[config.mk]
export PLATFORM = sky130hd
export DESIGN_NAME = otter_intrpt_ctrl_flat
export DESIGN_NICKNAME = d
export VERILOG_FILES = /design/src/rtl/otter_intrpt_ctrl_if.sv /design/src/rtl/otter_intrpt_ctrl.sv /design/src/flat_wrapper.sv
export SDC_FILE = /design/constraint.sdc
export NUM_CORES = 1
export LEC_CHECK = 0
export CORE_MARGIN = 2
export CORE_UTILIZATION = 25
export CTS_BUF_LIST = sky130_fd_sc_hd__clkbuf_8
export CTS_CLUSTER_DIAMETER = 30
export DETAILED_ROUTE_END_ITERATION = 16
export PLACE_DENSITY = 0.56
export SYNTH_ARGS = -nofsm -noshare
export SYNTH_HDL_FRONTEND = slang
export SYNTH_SLANG_ARGS = --single-unit
[constraint.sdc]
create_clock -name i_clk -period 3.5 [get_ports i_clk]
set_clock_uncertainty 0.2 [all_clocks]
set_input_delay 0.875 -clock i_clk [delete_from_list [all_inputs] [get_ports i_clk]]
set_output_delay 0.875 -clock i_clk [all_outputs]
set_load 0.05 [all_outputs]
[src/rtl/otter_intrpt_ctrl_if.sv]
// ---------------------------------------------------------------------------
// otter_intrpt_ctrl_if
// Purpose : bundles the memory-mapped register port and the control-unit
//           interrupt handshake of otter_intrpt_ctrl into one interface.
// Signals :
//   reg_sel      register port selected this cycle
//   reg_we       1 = write, 0 = read (qualified by reg_sel)
//   reg_addr     word index of register
//   reg_wdata    write data
//   reg_rdata    registered read data
//   intrpt_taken CU pulse: interrupt entered
//   intrpt_vld   interrupt request level to the CU
//   intrpt_cause index of the claimed/requested source
//   intrpt_busy  handler active
// Modports: master = bus master / CU side, slave = interrupt controller.
// ---------------------------------------------------------------------------
interface otter_intrpt_ctrl_if;
    logic        reg_sel;
    logic        reg_we;
    logic [2:0]  reg_addr;
    logic [31:0] reg_wdata;
    logic [31:0] reg_rdata;
    logic        intrpt_taken;
    logic        intrpt_vld;
    logic [4:0]  intrpt_cause;
    logic        intrpt_busy;

    modport master (
        output reg_sel, reg_we, reg_addr, reg_wdata, intrpt_taken,
        input  reg_rdata, intrpt_vld, intrpt_cause, intrpt_busy
    );

    modport slave (
        input  reg_sel, reg_we, reg_addr, reg_wdata, intrpt_taken,
        output reg_rdata, intrpt_vld, intrpt_cause, intrpt_busy
    );
endinterface

[src/rtl/otter_intrpt_ctrl.sv]
// ---------------------------------------------------------------------------
// otter_intrpt_ctrl
// Purpose : interrupt controller in front of the OTTER control-unit FSM.
//           Synchronizes NUM_SRC raw interrupt lines, latches rising edges as
//           pending, masks them with ENABLE and presents the lowest-index
//           active source to the CU. The request is held until the CU
//           returns intrpt_taken; further requests are blocked until software
//           writes CLAIM (end-of-interrupt).
// Ports   :
//   i_clk      system clock
//   i_rst_n    asynchronous active-low reset
//   i_irq_src  raw asynchronous interrupt lines, rising-edge sensitive
//   bus        otter_intrpt_ctrl_if.slave (register port + CU handshake)
// Registers (reg_addr): 0 PENDING (R/W1C), 1 ENABLE (RW), 2 CLAIM (R cause,
//   W = EOI), 3 STATUS (R {GIE,busy}, W bit1 = GIE), 4 MTIME, 5 MTIMECMP.
// Optional: define INTC_TIMER_EN to add the MTIME/MTIMECMP timer as source
//   index NUM_SRC (lowest priority). Without it addresses 4/5 read 0.
// ---------------------------------------------------------------------------
module otter_intrpt_ctrl #(
    parameter int NUM_SRC     = 8,
    parameter int SYNC_STAGES = 2
) (
    input  logic                 i_clk,
    input  logic                 i_rst_n,
    input  logic [NUM_SRC-1:0]   i_irq_src,
    otter_intrpt_ctrl_if.slave   bus
);

`ifdef INTC_TIMER_EN
    localparam int NB = NUM_SRC + 1;
`else
    localparam int NB = NUM_SRC;
`endif

    typedef enum logic [1:0] {
        ST_IDLE    = 2'd0,
        ST_REQ     = 2'd1,
        ST_SERVICE = 2'd2
    } state_t;

    state_t             r_state;
    logic               r_vld;
    logic               r_busy;
    logic [4:0]         r_cause;
    logic               r_gie;
    logic [NB-1:0]      r_pend;
    logic [NB-1:0]      r_en;
    logic [31:0]        r_rdata;
    logic [NUM_SRC-1:0] r_sync [SYNC_STAGES];
    logic [NUM_SRC-1:0] r_prev;

    logic               w_wr;
    logic               w_rd;
    logic               w_eoi;
    logic               w_claim;
    logic [NUM_SRC-1:0] w_rise;
    logic [NB-1:0]      w_set;
    logic [NB-1:0]      w_w1c;
    logic [NB-1:0]      w_claim_clr;
    logic [NB-1:0]      w_act;
    logic [4:0]         w_win;
    logic [31:0]        w_rd_mux;
    logic               w_unused_wdata;

    assign w_wr    = bus.reg_sel &&  bus.reg_we;
    assign w_rd    = bus.reg_sel && !bus.reg_we;
    assign w_eoi   = w_wr && (bus.reg_addr == 3'd2);
    assign w_claim = (r_state == ST_REQ) && bus.intrpt_taken;

    // Upper write-data bits are architecturally ignored for narrow registers.
    assign w_unused_wdata = ^bus.reg_wdata[31:NB];

    // Multi-flop synchronizer, then one more flop for rising-edge detection.
    always_ff @(posedge i_clk or negedge i_rst_n) begin
        if (!i_rst_n) begin
            for (int k = 0; k < SYNC_STAGES; k++) r_sync[k] <= '0;
            r_prev <= '0;
        end else begin
            r_sync[0] <= i_irq_src;
            for (int k = 1; k < SYNC_STAGES; k++) r_sync[k] <= r_sync[k-1];
            r_prev <= r_sync[SYNC_STAGES-1];
        end
    end

    assign w_rise = r_sync[SYNC_STAGES-1] & ~r_prev;

`ifdef INTC_TIMER_EN
    logic [31:0] r_mtime;
    logic [31:0] r_mtimecmp;
    logic        w_timer_hit;

    // A software write to MTIME overrides the free-running increment.
    always_ff @(posedge i_clk or negedge i_rst_n) begin
        if (!i_rst_n) begin
            r_mtime    <= '0;
            r_mtimecmp <= 32'hFFFF_FFFF;
        end else begin
            if (w_wr && bus.reg_addr == 3'd4) r_mtime <= bus.reg_wdata;
            else                              r_mtime <= r_mtime + 32'd1;
            if (w_wr && bus.reg_addr == 3'd5) r_mtimecmp <= bus.reg_wdata;
        end
    end

    assign w_timer_hit = (r_mtime == r_mtimecmp);
    assign w_set       = {w_timer_hit, w_rise};
`else
    assign w_set       = w_rise;
`endif

    assign w_w1c       = (w_wr && bus.reg_addr == 3'd0) ? bus.reg_wdata[NB-1:0] : '0;
    assign w_claim_clr = w_claim ? ({{(NB-1){1'b0}}, 1'b1} << r_cause) : '0;
    assign w_act       = r_pend & r_en;

    // Fixed priority: lowest set index wins, so scan from the top down.
    always_comb begin
        w_win = '0;
        for (int i = NB - 1; i >= 0; i--) begin
            if (w_act[i]) w_win = 5'(i);
        end
    end

    // New edges are OR-ed in last so they survive a W1C or claim-clear
    // of the same bit in the same cycle.
    always_ff @(posedge i_clk or negedge i_rst_n) begin
        if (!i_rst_n) begin
            r_pend <= '0;
            r_en   <= '0;
            r_gie  <= 1'b0;
        end else begin
            r_pend <= (r_pend & ~w_w1c & ~w_claim_clr) | w_set;
            if (w_wr && bus.reg_addr == 3'd1) r_en  <= bus.reg_wdata[NB-1:0];
            if (w_wr && bus.reg_addr == 3'd3) r_gie <= bus.reg_wdata[1];
        end
    end

    always_comb begin
        w_rd_mux = '0;
        case (bus.reg_addr)
            3'd0: w_rd_mux[NB-1:0] = r_pend;
            3'd1: w_rd_mux[NB-1:0] = r_en;
            3'd2: w_rd_mux[4:0]    = r_cause;
            3'd3: w_rd_mux[1:0]    = {r_gie, r_busy};
`ifdef INTC_TIMER_EN
            3'd4: w_rd_mux         = r_mtime;
            3'd5: w_rd_mux         = r_mtimecmp;
`endif
            default: w_rd_mux      = '0;
        endcase
    end

    always_ff @(posedge i_clk or negedge i_rst_n) begin
        if (!i_rst_n)  r_rdata <= '0;
        else if (w_rd) r_rdata <= w_rd_mux;
    end

    // Request FSM. Leaving SERVICE always passes through IDLE, so intrpt_vld
    // is low for at least one cycle before every new request.
    always_ff @(posedge i_clk or negedge i_rst_n) begin
        if (!i_rst_n) begin
            r_state <= ST_IDLE;
            r_vld   <= 1'b0;
            r_busy  <= 1'b0;
            r_cause <= '0;
        end else begin
            case (r_state)
                ST_IDLE: begin
                    if (r_gie && |w_act) begin
                        r_state <= ST_REQ;
                        r_vld   <= 1'b1;
                        r_cause <= w_win;
                    end
                end
                // Committed: only intrpt_taken leaves REQ; mask changes and
                // EOI writes have no effect here.
                ST_REQ: begin
                    if (bus.intrpt_taken) begin
                        r_state <= ST_SERVICE;
                        r_vld   <= 1'b0;
                        r_busy  <= 1'b1;
                    end
                end
                ST_SERVICE: begin
                    if (w_eoi) begin
                        r_state <= ST_IDLE;
                        r_busy  <= 1'b0;
                    end
                end
                default: begin
                    r_state <= ST_IDLE;
                    r_vld   <= 1'b0;
                    r_busy  <= 1'b0;
                end
            endcase
        end
    end

    assign bus.reg_rdata    = r_rdata;
    assign bus.intrpt_vld   = r_vld;
    assign bus.intrpt_cause = r_cause;
    assign bus.intrpt_busy  = r_busy;

endmodule

[src/flat_wrapper.sv]
// flat-port wrapper written by rule: the top's interface ports become plain ports
module otter_intrpt_ctrl_flat 
#(
    parameter int NUM_SRC     = 8,
    parameter int SYNC_STAGES = 2
)
  (i_clk, i_rst_n, i_irq_src, bus_reg_sel, bus_reg_we, bus_reg_addr, bus_reg_wdata, bus_intrpt_taken, bus_reg_rdata, bus_intrpt_vld, bus_intrpt_cause, bus_intrpt_busy);
  otter_intrpt_ctrl_if bus_i ();
  input  logic i_clk;
  input  logic i_rst_n;
  input  logic [NUM_SRC-1:0] i_irq_src;
  input wire logic [$bits(bus_i.reg_sel)-1:0] bus_reg_sel;
  input wire logic [$bits(bus_i.reg_we)-1:0] bus_reg_we;
  input wire logic [$bits(bus_i.reg_addr)-1:0] bus_reg_addr;
  input wire logic [$bits(bus_i.reg_wdata)-1:0] bus_reg_wdata;
  input wire logic [$bits(bus_i.intrpt_taken)-1:0] bus_intrpt_taken;
  output wire logic [$bits(bus_i.reg_rdata)-1:0] bus_reg_rdata;
  output wire logic [$bits(bus_i.intrpt_vld)-1:0] bus_intrpt_vld;
  output wire logic [$bits(bus_i.intrpt_cause)-1:0] bus_intrpt_cause;
  output wire logic [$bits(bus_i.intrpt_busy)-1:0] bus_intrpt_busy;
  assign bus_i.reg_sel = bus_reg_sel;
  assign bus_i.reg_we = bus_reg_we;
  assign bus_i.reg_addr = bus_reg_addr;
  assign bus_i.reg_wdata = bus_reg_wdata;
  assign bus_i.intrpt_taken = bus_intrpt_taken;
  assign bus_reg_rdata = bus_i.reg_rdata;
  assign bus_intrpt_vld = bus_i.intrpt_vld;
  assign bus_intrpt_cause = bus_i.intrpt_cause;
  assign bus_intrpt_busy = bus_i.intrpt_busy;
  otter_intrpt_ctrl #(.NUM_SRC(NUM_SRC), .SYNC_STAGES(SYNC_STAGES)) u_core (.i_clk(i_clk), .i_rst_n(i_rst_n), .i_irq_src(i_irq_src), .bus(bus_i));
endmodule
Run 1, drive-strength map:
Bar = 20 um.
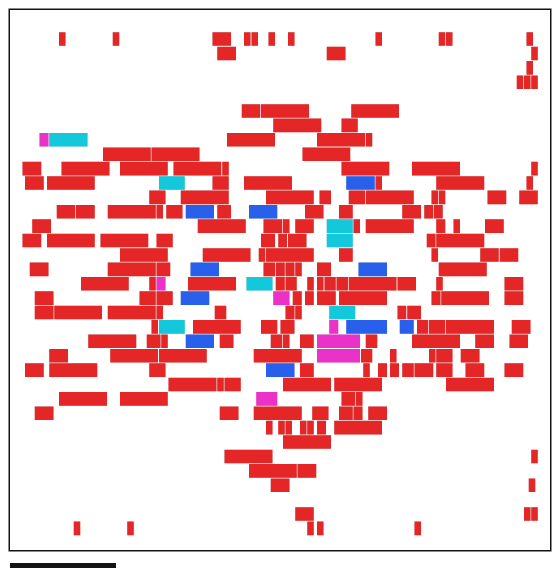
drive 6 and up -> cyan  # cells 7, share 3.0%
drive 2 -> magenta  # cells 7, share 3.0%
drive 1 or less -> red  # cells 212, share 90%
drive 3 to 4 -> blue  # cells 10, share 4.2%
number of non-clock buffers: 38
Final WS setup: 0.690 ns

Run 1, clock wires, drivers and flops:
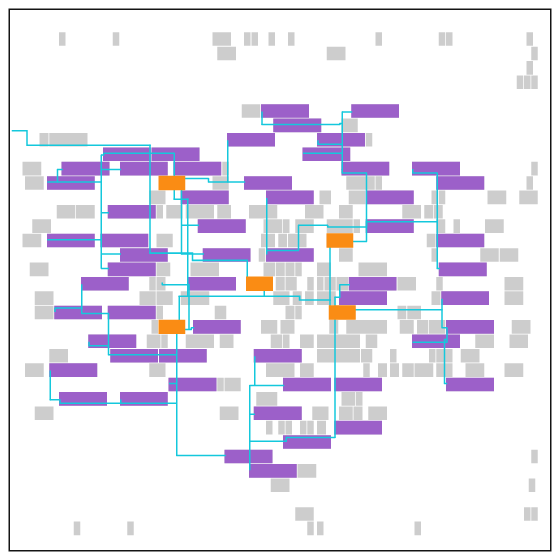
clock wires -> cyan  # length 655 um
flip-flops -> purple  # count 56
cells driving clock nets -> orange  # count 5
routed clock nets = 6

Run 1, sequential cells grouped by signal name:
Bar = 20 um.
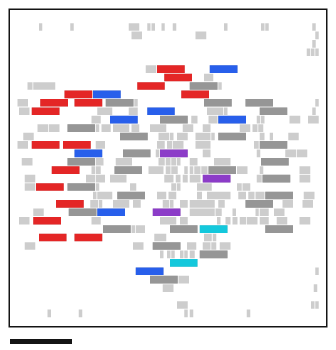
`u_core.r_pend` -> blue  # placed flops 8
`u_core.bus.intrpt_cause` -> purple  # placed flops 3
`u_core.r_sync` -> red  # placed flops 16
`u_core.r_state` -> cyan  # placed flops 2
not colored = 27
Flop area: 0.00140 mm2
final core utilization: 31.4%
flop share of the area: 48.0%
Power Sequential: 0.880 mW

==> impl_metrics.yaml, run 1 <==
# implementation run metrics
layout:
  largest_register: "u_core.r_sync"
  mostFrequentLayoutCells: "dfrtp_1, clkdlybuf4s50_1, conb_1"
  sh_comb_area_pct: 28.9
  mi_logic_area_um2: 843
  logic_gates: 124
  lay_top_count: "dfrtp_1"
  clkCellAreaFrac_pct: 3.17
power_and_ir_drop:
  switchingPower_mw: 0.693
  top_power_group: "registers"
  vdd_ir_drop_max_uv: 257
  powerComb_mw: 0.604
  clkPwrFrac_pct: 19.5
  p_leak_nw: 1.32
  switching_share_pct: 37.6
route:
  wirelength_mm: 4.68
  drtAntennaViolNets: 0
  drt_iter0_drc: 59
  firstDrtPassIters: 4
  top_layer: "met4"
  vias: 1491
  drcViolationCount: 0
timing:
  min_period_ns: 2.81
  final-setup-viol-count: 0
run:
  drv_cap: 0
logic_synthesis:
  synth.comb.largest_family: "AND-OR/OR-AND gates"
  synthSimpleGateAreaFrac_pct: 8.38
  synth_cell_types: 35
  ys_cells: 194
  ys_seq_share_pct: 58.3
  ys_top_cells_by_area: "dfrtp_1, buf_4, mux2_4, a22o_1, a22oi_1"
  syn_inst: 194
  ys_chip_area_mm2: 0.00240
  synth_top_cell_by_count: "dfrtp_1"
  avgSynthCellArea_um2: 12.4
  yosys.area_share.adder_pct: 0
  ys_warn_count: 0
  xor_area_share_pct: 0
  ff_type: "dfrtp_1"
  ys_sh_aoi_pct: 12.8
clock_network:
  numCtsBuffers: 5
  clock.latency.late_pin_ns: 0.31
  cts_sinks: 56
  cts-resized-gates: 0
  cts_tree: "built"
  htree_levels: 2
place:
  preCtsSetupSlack_ns: 0.507
setup_path:
  cp.required_ns: 2.42
  worst_setup_path_end_kind: "output port"
  crit_buf_inv: 1
  reg2reg_to: "u_core.bus.intrpt_cause[0]"
  path_cells: "clkdlybuf4s50_1"
  crit_cells: 1
hold_path:
  hp-class: "register to register"
  hp-start: "u_core.r_sync[10]"
grt:
  overflow: 0
  grt_pass1_wl_mm: 7.63
  groute.layer.met1.usage_pct: 13.5
  grt_use_total_pct: 9.61
floorplanning:
  fp_util_pct: 25.9
  rows: 35
  fp.dieH_um: 102
outcome:
  status: "complete, no violations"
Run 1, the clock network:
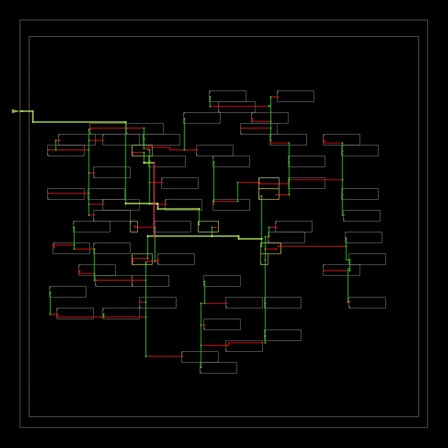

==> run 2: changes to the inputs <==
Clock period 3.5 ns to 2.8 ns, I/O delays scaled along.
Run 2, the clock network:
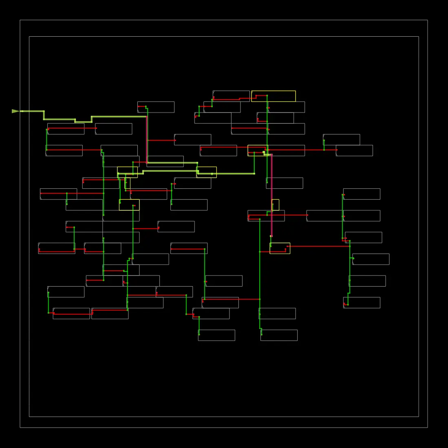
clkbuf count: 5
Clock Sinks: 56
Clk. pwr: 0.519 mW
clock buffer count from CTS: 5
seq_cells: 56

==> run 2 against run 1 <==
  * Area after synthesis is the same
  * Cell count is 0.82% higher
  * Core utilization up 0.40 points
  * Total power rose by 30%
  * Global-route usage is essentially flat
  * Cell area increased by 1.3%
  * First-iteration DRC count rose by 44%
  * Non-clock buffer count grew 3
  * Die area unchanged
==> impl_metrics.yaml, run 2 <==
# implementation run metrics
clock_network:
  clock.latency.late_pin_ns: 0.31
  cts-resized-gates: 0
  cts_tree: "built"
  htree_levels: 2
layout:
  logic_gates: 124
  n_all_buffers: 41
  sh_comb_area_pct: 28.5
  clkCellAreaFrac_pct: 3.64
  seq_area_mm2: 0.00140
  final_util_pct: 31.8
  largest_register: "u_core.r_sync"
  mi_logic_area_um2: 843
  seq_share_pct: 47.4
  lay_top_count: "dfrtp_1"
route:
  top_layer: "met4"
  wirelength_mm: 4.78
  drcViolationCount: 0
  firstDrtPassIters: 4
  vias: 1493
  drt_iter0_drc: 85
  drtAntennaViolNets: 0
grt:
  grt_use_total_pct: 9.61
  overflow: 0
  groute.layer.met1.usage_pct: 14.9
  grt_pass1_wl_mm: 7.69
floorplanning:
  tap_cells: 129
  fp_util_pct: 25.9
  rows: 35
  fp.dieH_um: 102
power_and_ir_drop:
  clkPwrFrac_pct: 21.7
  p_leak_nw: 1.35
  p_per_area_mw_per_mm2: 811
  switchingPower_mw: 0.878
  vdd_ir_drop_max_uv: 326
  top_power_group: "registers"
  pg_seq_mw: 1.07
setup_path:
  path_cells: "clkdlybuf4s50_1"
  crit_cells: 1
  worst_setup_path_end_kind: "output port"
  cp.required_ns: 1.90
  reg2reg_to: "u_core.bus.intrpt_cause[0]"
  crit_buf_inv: 1
place:
  preCtsSetupSlack_ns: 0.117
logic_synthesis:
  xor_area_share_pct: 0
  ys_seq_share_pct: 58.3
  synth_top_cell_by_count: "dfrtp_1"
  synth_cell_types: 35
  ys_cells: 194
  yosys.area_share.adder_pct: 0
  ys_sh_aoi_pct: 12.8
  ys_warn_count: 0
  synth.comb.largest_family: "AND-OR/OR-AND gates"
  ys_top_cells_by_area: "dfrtp_1, buf_4, mux2_4, a22o_1, a22oi_1"
  ys_chip_area_mm2: 0.00240
  synthSimpleGateAreaFrac_pct: 8.38
outcome:
  status: "complete, no violations"
timing:
  final-setup-viol-count: 0
  min_period_ns: 2.51
  finalWorstSetupSlack_ns: 0.294
hold_path:
  hp-start: "u_core.r_sync[9]"
run:
  drv_cap: 0
==> run 3: changes to the inputs <==
Settings changed: SKIP_CTS_REPAIR_TIMING set to 1.
Run 3, sequential cells grouped by signal name:
Bar = 20 um.
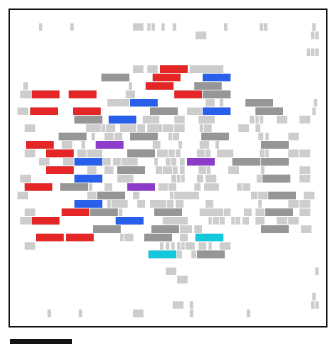
`u_core.r_state` -> cyan  # placed flops 2
`u_core.r_sync` -> red  # placed flops 16
`u_core.r_pend` -> blue  # placed flops 8
`u_core.bus.intrpt_cause` -> purple  # placed flops 3
not colored = 27

==> run 3 against run 2 <==
  * Clock power hardly changed
  * Hold slack stayed put
  * Area after synthesis unchanged
  * Die area is the same
  * First-iteration DRC count unchanged
  * Largest cell class unchanged
==> impl_metrics.yaml, run 3 <==
# implementation run metrics
outcome:
  status: "complete, no violations"
layout:
  final_util_pct: 31.8
  clkCellAreaFrac_pct: 3.64
  nFlopsAndLatches: 56
  largest_register: "u_core.r_sync"
  mi_logic_area_um2: 843
  seq_area_mm2: 0.00140
  logic_gates: 124
  n_all_buffers: 41
  sh_comb_area_pct: 28.5
  lay_top_count: "dfrtp_1"
power_and_ir_drop:
  p_leak_nw: 1.35
  p_clk_mw: 0.519
  switchingPower_mw: 0.878
  clkPwrFrac_pct: 21.7
  pg_seq_mw: 1.07
  vdd_ir_drop_max_uv: 326
clock_network:
  numCtsBuffers: 5
  cts_sinks: 56
  cts_tree: "built"
  clock.latency.late_pin_ns: 0.31
logic_synthesis:
  ys_sh_aoi_pct: 12.8
  xor_area_share_pct: 0
  synthSimpleGateAreaFrac_pct: 8.38
  ys_top_cells_by_area: "dfrtp_1, buf_4, mux2_4, a22o_1, a22oi_1"
  synth_cell_types: 35
  synth_top_cell_by_count: "dfrtp_1"
  ys_seq_share_pct: 58.3
  ys_cells: 194
route:
  drtAntennaViolNets: 0
  vias: 1493
  drt_iter0_drc: 85
  firstDrtPassIters: 4
  drcViolationCount: 0
  top_layer: "met4"
  wirelength_mm: 4.78
hold_path:
  hp-start: "u_core.r_sync[9]"
floorplanning:
  fp.dieH_um: 102
  rows: 35
  fp_util_pct: 25.9
setup_path:
  reg2reg_to: "u_core.bus.intrpt_cause[0]"
  r2r-start: "u_core.r_state[1]"
  path_cells: "clkdlybuf4s50_1"
  worst_setup_path_end_kind: "output port"
  cp.required_ns: 1.90
  crit_buf_inv: 1
timing:
  min_period_ns: 2.51
  final-setup-viol-count: 0
place:
  preCtsSetupSlack_ns: 0.117
grt:
  grt_use_total_pct: 9.61
  grt_pass1_wl_mm: 7.69
  groute.layer.met1.usage_pct: 14.9
  overflow: 0
Power and IR drop assume default switching activity.
